`src/rtl/step_phase_decoder_pkg.sv`:
```
// Shared half-step phase definitions: coil-drive table, OFF word, decoder FSM states.
// The same table drives the phase generator, so both ends agree on index order.
package step_pkg;

   localparam logic [3:0] PH_OFF = 4'b0000;

   // Packed so element i is PHASE_TABLE[i]; idx0 sits in the low nibble.
   localparam logic [7:0][3:0] PHASE_TABLE = {
      4'b1001, 4'b0001, 4'b0011, 4'b0010,
      4'b0110, 4'b0100, 4'b1100, 4'b1000
   };

   typedef enum logic [1:0] {
      ST_UNLOCKED = 2'd0,
      ST_LOCKED   = 2'd1,
      ST_FAULT    = 2'd2
   } state_t;

   typedef struct packed {
      logic [2:0] idx;
      logic       legal;
      logic       off;
   } dec_t;

   function automatic dec_t phase_decode(input logic [3:0] word);
      dec_t d;
      d.idx   = 3'd0;
      d.legal = 1'b0;
      d.off   = (word == PH_OFF);
      for (int i = 0; i < 8; i++) begin
         if (word == PHASE_TABLE[i[2:0]]) begin
            d.idx   = i[2:0];
            d.legal = 1'b1;
         end
      end
      return d;
   endfunction

endpackage

```
`src/rtl/step_phase_decoder_sync.sv`:
```
// Multi-stage flop chain bringing the asynchronous coil-drive word into the clk domain.
module step_sync #(
   parameter int STAGES = 2,
   parameter int W      = 4
) (
   input  logic         clk,
   input  logic         reset,
   input  logic [W-1:0] din,
   output logic [W-1:0] dout
);

   logic [W-1:0] chain [STAGES];

   always_ff @(posedge clk) begin
      if (reset) begin
         for (int i = 0; i < STAGES; i++) chain[i] <= '0;
      end else begin
         chain[0] <= din;
         for (int i = 1; i < STAGES; i++) chain[i] <= chain[i-1];
      end
   end

   assign dout = chain[STAGES-1];

endmodule

```
`src/rtl/step_phase_decoder.sv`:
```
// Half-step phase bus decoder: phase index, step pulses, signed position, error/stall flags.
// Every action is registered, so it appears one cycle after the synchronizer output changes.
module step_phase_decoder
   import step_pkg::*;
#(
   parameter int SYNC_STAGES  = 2,
   parameter int POS_W        = 16,
   parameter int STALL_CYCLES = 1000
) (
   input  logic                    clk,
   input  logic                    reset,
   input  logic [3:0]              phase_in,
   input  logic                    pos_clr,
   input  logic                    err_clr,
   output logic [2:0]              phase_idx,
   output logic                    step_fwd,
   output logic                    step_rev,
   output logic                    dir,
   output logic signed [POS_W-1:0] position,
   output logic                    locked,
   output logic                    err_skip,
   output logic                    err_illegal,
   output logic                    stalled
);

   localparam int CW = $clog2(STALL_CYCLES + 1);
   localparam logic [CW-1:0] STALL_MAX = CW'(STALL_CYCLES);

   logic [3:0]    phase_s;
   dec_t          dec;
   logic [2:0]    delta;
   state_t        state, state_nxt;
   logic          fwd, rev, skip, illegal, load_idx;
   logic [CW-1:0] stall_cnt;

   step_sync #(.STAGES(SYNC_STAGES), .W(4)) u_sync (
      .clk   (clk),
      .reset (reset),
      .din   (phase_in),
      .dout  (phase_s)
   );

   assign dec   = phase_decode(phase_s);
   assign delta = dec.idx - phase_idx;

   always_ff @(posedge clk) begin
      if (reset) state <= ST_UNLOCKED;
      else       state <= state_nxt;
   end

   always_comb begin
      state_nxt = state;
      unique case (state)
         ST_UNLOCKED: if (dec.legal) state_nxt = ST_LOCKED;
         ST_LOCKED: begin
            if (dec.off)         state_nxt = ST_UNLOCKED;
            else if (!dec.legal) state_nxt = ST_FAULT;
         end
         ST_FAULT: begin
            if (dec.legal)     state_nxt = ST_LOCKED;
            else if (dec.off)  state_nxt = ST_UNLOCKED;
         end
         default: state_nxt = ST_UNLOCKED;
      endcase
   end

   // Steps only count against an existing reference; entering LOCKED just loads the index.
   always_comb begin
      fwd      = 1'b0;
      rev      = 1'b0;
      skip     = 1'b0;
      illegal  = !dec.legal && !dec.off;
      load_idx = dec.legal;
      if (state == ST_LOCKED && dec.legal) begin
         if (delta == 3'd1)      fwd  = 1'b1;
         else if (delta == 3'd7) rev  = 1'b1;
         else if (delta != 3'd0) skip = 1'b1;
      end
   end

   always_ff @(posedge clk) begin
      if (reset) begin
         phase_idx   <= '0;
         step_fwd    <= 1'b0;
         step_rev    <= 1'b0;
         dir         <= 1'b0;
         position    <= '0;
         err_skip    <= 1'b0;
         err_illegal <= 1'b0;
         stall_cnt   <= '0;
      end else begin
         step_fwd <= fwd;
         step_rev <= rev;
         if (load_idx) phase_idx <= dec.idx;
         if (fwd)      dir <= 1'b1;
         else if (rev) dir <= 1'b0;
         if (pos_clr)  position <= '0;
         else if (fwd) position <= position + POS_W'(1);
         else if (rev) position <= position - POS_W'(1);
         err_skip    <= skip    | (err_skip    & ~err_clr);
         err_illegal <= illegal | (err_illegal & ~err_clr);
         if (fwd || rev || state != ST_LOCKED) stall_cnt <= '0;
         else if (stall_cnt != STALL_MAX)       stall_cnt <= stall_cnt + CW'(1);
      end
   end

   assign locked  = (state == ST_LOCKED);
   assign stalled = (stall_cnt == STALL_MAX) && locked;

endmodule

```
`config.mk`:
```
export PLATFORM = sky130hd
export DESIGN_NAME = step_phase_decoder
export DESIGN_NICKNAME = d
export VERILOG_FILES = /design/src/rtl/step_phase_decoder_pkg.sv /design/src/rtl/step_phase_decoder_sync.sv /design/src/rtl/step_phase_decoder.sv
export SDC_FILE = /design/constraint.sdc
export NUM_CORES = 1
export LEC_CHECK = 0
export CAP_MARGIN = 15
export CORE_AREA = 2 2 79 81
export CTS_BUF_LIST = sky130_fd_sc_hd__clkbuf_8 sky130_fd_sc_hd__clkbuf_16
export DETAILED_ROUTE_END_ITERATION = 6
export DIE_AREA = 0 0 81 83
export PLACE_DENSITY = 0.66
export SLEW_MARGIN = 20
export SYNTH_ARGS = -nofsm -noshare
export SYNTH_HDL_FRONTEND = slang
export SYNTH_HIERARCHICAL = 1
export SYNTH_SLANG_ARGS = --single-unit
```
`constraint.sdc`:
```
create_clock -name clk -period 10 [get_ports clk]
set_input_delay 2 -clock clk [delete_from_list [all_inputs] [get_ports clk]]
set_output_delay 2 -clock clk [all_outputs]
set_load 0.005 [all_outputs]
```
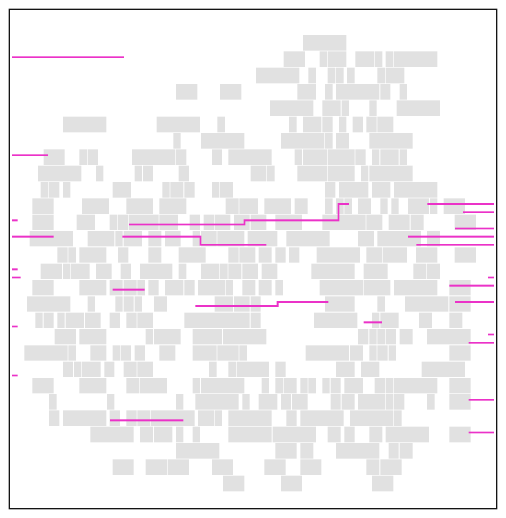
(the metal 3 layer)
Scale: 6 px per um. Cells faint in the background.
wire length on this layer: 217 um
longest straight run: 19.1 um

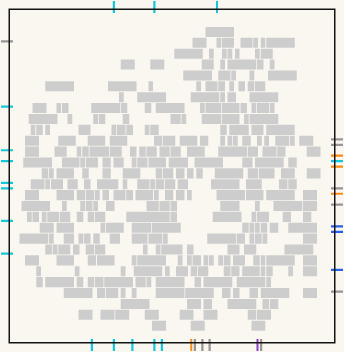
(pin placement)
Scale: 4 px per um. Pins as bars across the die edge, other pins in gray.
| port | color | pins | direction | edge |
|---|---|---|---|---|
| err_skip | purple | 1 | output | bottom |
| position | cyan | 16 | output | 7 left, 5 bottom, 3 top, 1 right |
| phase_idx | blue | 3 | output | right |
| phase_in | orange | 4 | input | 3 right, 1 bottom |

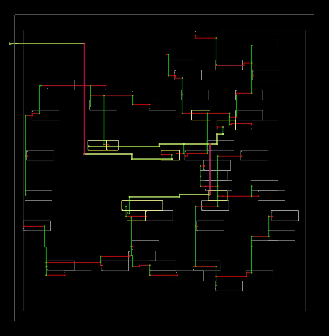
(clock wiring as the flow saved it)
clkbuf count: 6
Clock group: 0.000143 W

==> results.txt <==
On the backend side, the flow ran end to end.

Yosys instantiated no cell more often than dfxtp_1. Of the post-synthesis cell area, the part taken by muxes is 0.01320. The cts-stage hold buffer count stands at 0.

In this run the critical register-to-register path is launched from u_sync/chain[0][7]. The synthesized netlist occupies a cell area of 2464 um^2. Summed over all nets, wire length on met3 after detailed routing comes to 216 um.

The initial antenna violation count stands at 0. Power attributed to sequential cells is 0.000181 W. The yosys synthesis warning count stands at 6. The average wire per cell in the routed design stands at 12.60 um. The register with the most flip-flops in the layout has 16 of them. The layout report lists the combined flip-flop and latch area as 880.8 um^2. Per the layout area report, the sequential fraction of cell area is 0.3014. The number of nets in the layout stands at 349. The area share of and-or/or-and cells after synthesis stands at 0.1635.

The worst setup slack after placement stands at 4.852 ns. The total die area stands at 6723 um^2. In the final layout, the registers with the most flip-flops are position x16, stall_cnt x10, u_sync/chain x8. The synthesized design contains 0 enable-type register cells. The number of cells in the finished layout apart from fillers stands at 397. The fraction of area in multi-input gates stands at 0.4953. In the finished design the tool counted flip-flops and latches totalling 44. The area of the multi-input gates stands at 1448 um^2. The completed layout was analyzed and its total power is 0.0003544 W. met2 track demand over resource after global routing is 0.2547. Note that the worst hold path type here is register to register.

In the Yosys stats the netlist draws on 45 distinct library cells. The number of non-clock buffers in the layout stands at 33. For the finished layout, the period the worst path requires is 5.153 ns.

The post-synthesis adder-cell area fraction stands at 0.1077. Looking at the max-slew report, the worst-margin pin has a slew of 0.7697 ns. The worst setup path is launched from a register. Switching power as a fraction of the total was reported as 0.2252. The critical path in this run is classified as register to register. The core box area stands at 5816 um^2. The floorplan net count stands at 323.

The global placer's final weighted congestion stands at 0.8766. The register area share after synthesis stands at 0.3575. The worst slack on hold paths stands at 0.4621 ns.

Of all the cell area in the finished design, the clock network holds 0.04152. Looking at the hold checks, the worst path lands on state[0]. The final cell utilization of the core stands at 0.5026. The placement report lists the number of port buffers as 33.

In the final report, the number of endpoints failing setup comes to 0. The CTS log lists the clock sinks for this run as 44. The violation count after the first detailed-routing iteration stands at 44. The share of cells above drive strength 1 stands at 0.05590. The fraction of cell area in non-clock buffers stands at 0.1130.

Per the OpenROAD floorplan log, the height of the die is 83 um. The buffer and inverter count on the worst path stands at 0. Power spread over the standard cell area amounts to 121.3 nW/um^2. Per the skew report, the later register of the worst-skew pair sees a clock latency of 0.30 ns. Post-synth the commonest register cell is dfxtp_1. The total wire length stands at 5004 um.

Setup repair after global routing left no endpoint under its margin. For this run, the detailed router reports a per-instance via density of 5.136. The report gives the cell count of the worst hold path as 1. The cell-mix breakdown from Yosys lists the simple-gate area share as 0.2321. Counting along the longest clock path gives a buffer depth of 2.

For met3 alone, demand over resource in global routing was 0.04565. The row count stands at 28. The launch point of the worst min-delay path is recorded as state[0]. Per the OpenROAD floorplan log, the width of the die is 81 um.

The worst register-to-register path ends at position[15]. The H-tree was split into 2 levels. Counting flops per register, the top entry is position. The cell type that accounts for the most area after synthesis is dfxtp_1. The number of vias in the routed layout stands at 2,039. After global routing, the most crowded layer is met2. Per the placement report, the placed cell count is 389. In this run the worst setup path terminates at position[15]. The aggregate negative setup slack stands at 0 ns. The fraction of synthesized cell area taken by the top area cell type stands at 0.3575. The most critical setup path has its startpoint at u_sync/chain[0][7]. In this design, the largest share of critical-path delay is due to simple AND/OR/NAND/NOR gates. Clock-pin slew was measured on the worst setup and hold paths at 0.09 ns. The main area contributors are dfxtp_1 36%, ha_1 9.1%, nor2_1 5.6%, a21oi_1 4.9%, xnor2_1 4.6%. For this design, the slowest cell found on the critical path is or3_1. Leaving out fill and tap cells, the most frequent cell in the layout is dfxtp_1. According to the I/O placement log, the pin count is 34.

In the layout the commonest cells are 44 x dfxtp_1, 37 x nor2_1, 33 x clkdlybuf4s50_1. The number of global-route vias before repair was 1,960. The data arrival time of the worst path stands at 5.34 ns.

The number of diodes stands at 0. Ranked by total area, the top cell class in this layout is combinational gates. For the worst setup path, the data required time is 10.19 ns. The pin count of the biggest net entering global routing stands at 22. The stage logs contain a warning count of 28.

Clock tree synthesis selected as its root buffer the cell clkbuf_8. The overall overflow remaining after global route stands at 0. The async set-reset flop share out of synthesis stands at 0. Per the OpenROAD power report, leakage power amounts to 1.116 nW. Total global-route track usage over all layers is 0.1607. The share of total power dissipated in combinational logic is 0.085.

The post-detailed-placement half-perimeter wirelength stands at 3580 um. The instance area after placement stands at 2801 um^2. The detailed-routed wire length on met2 stands at 2330 um.

In this run, post-CTS repair resized a total of 0 instances. Summed over all nets, the switching power comes to 0.00007980 W. Sorting the synthesized cells by how often they occur yields 44 x dfxtp_1, 37 x nor2_1, 30 x nand2_1.

The tally of nets with antenna violations remaining after routing stands at 0. The first-pass iteration count of the detailed router stands at 4. For this block, wires on met1 add up to 2413 um.

The cell that appears most often on the critical path is or3_1. The first-pass GRT wire length stands at 8680 um. The cell total in the yosys stat output stands at 295.

The finished cells cover 2923 um^2. Yosys shows that the main logic family after synthesis is simple AND/OR/NAND/NOR gates. According to the tapcell log, the count of inserted taps is 75.

The worst setup path is captured at a register. The relative slew slack stands at 0.4868. The setup slack on the worst flop-to-flop path stands at 4.85 ns.

The synthesized-area fraction occupied by xor and xnor cells stands at 0.07110. After clock tree synthesis, the setup repair step added 0 buffers. The worst voltage drop across the vdd grid stands at 0.05607 mV. The flow ran to the end, and the final reports show no timing, DRC or antenna violations.

The initial utilization of the core area, before any placement, comes to 0.4236. The report puts the cell count of the worst reg-to-reg path at 13.
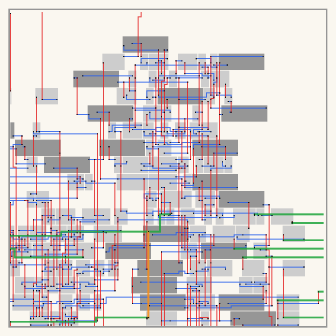
(a small window of the routed layout)
Region (31, 33) to (81, 83) um. Cells in gray, sequential cells in the stronger gray; small squares are vias.
| layer | color |
|---|---|
| metal 2 | red |
| metal 1 | blue |
| metal 4 | orange |
| metal 3 | green |
cells with their middle in the window: 126
netlist names of flops here include: stall_cnt (10), u_sync/chain (4), position (3)
most frequent: dfxtp_1 (20), nor2_1 (19), clkdlybuf4s50_1 (10)
sequential cells in the window: 20

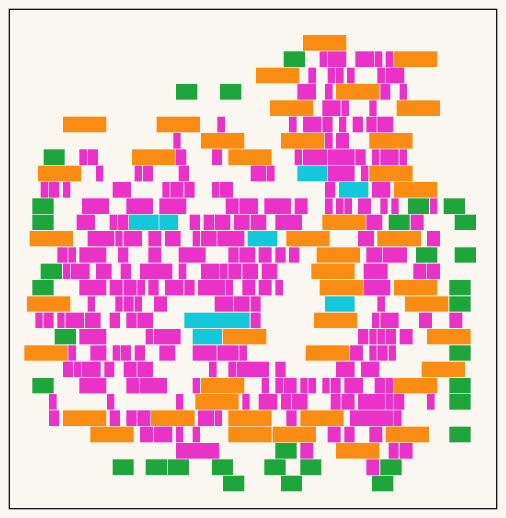
(placed cells, one color a class)
Scale: 6 px per um.
| class | color | cells | share of their area |
|---|---|---|---|
| combinational and other logic | magenta | 237 | 53% |
| flops | orange | 44 | 31% |
| clock drivers and dummy loads | cyan | 8 | 4.3% |
| other buffers and delay cells | green | 33 | 12% |

Power and IR drop assume default switching activity.
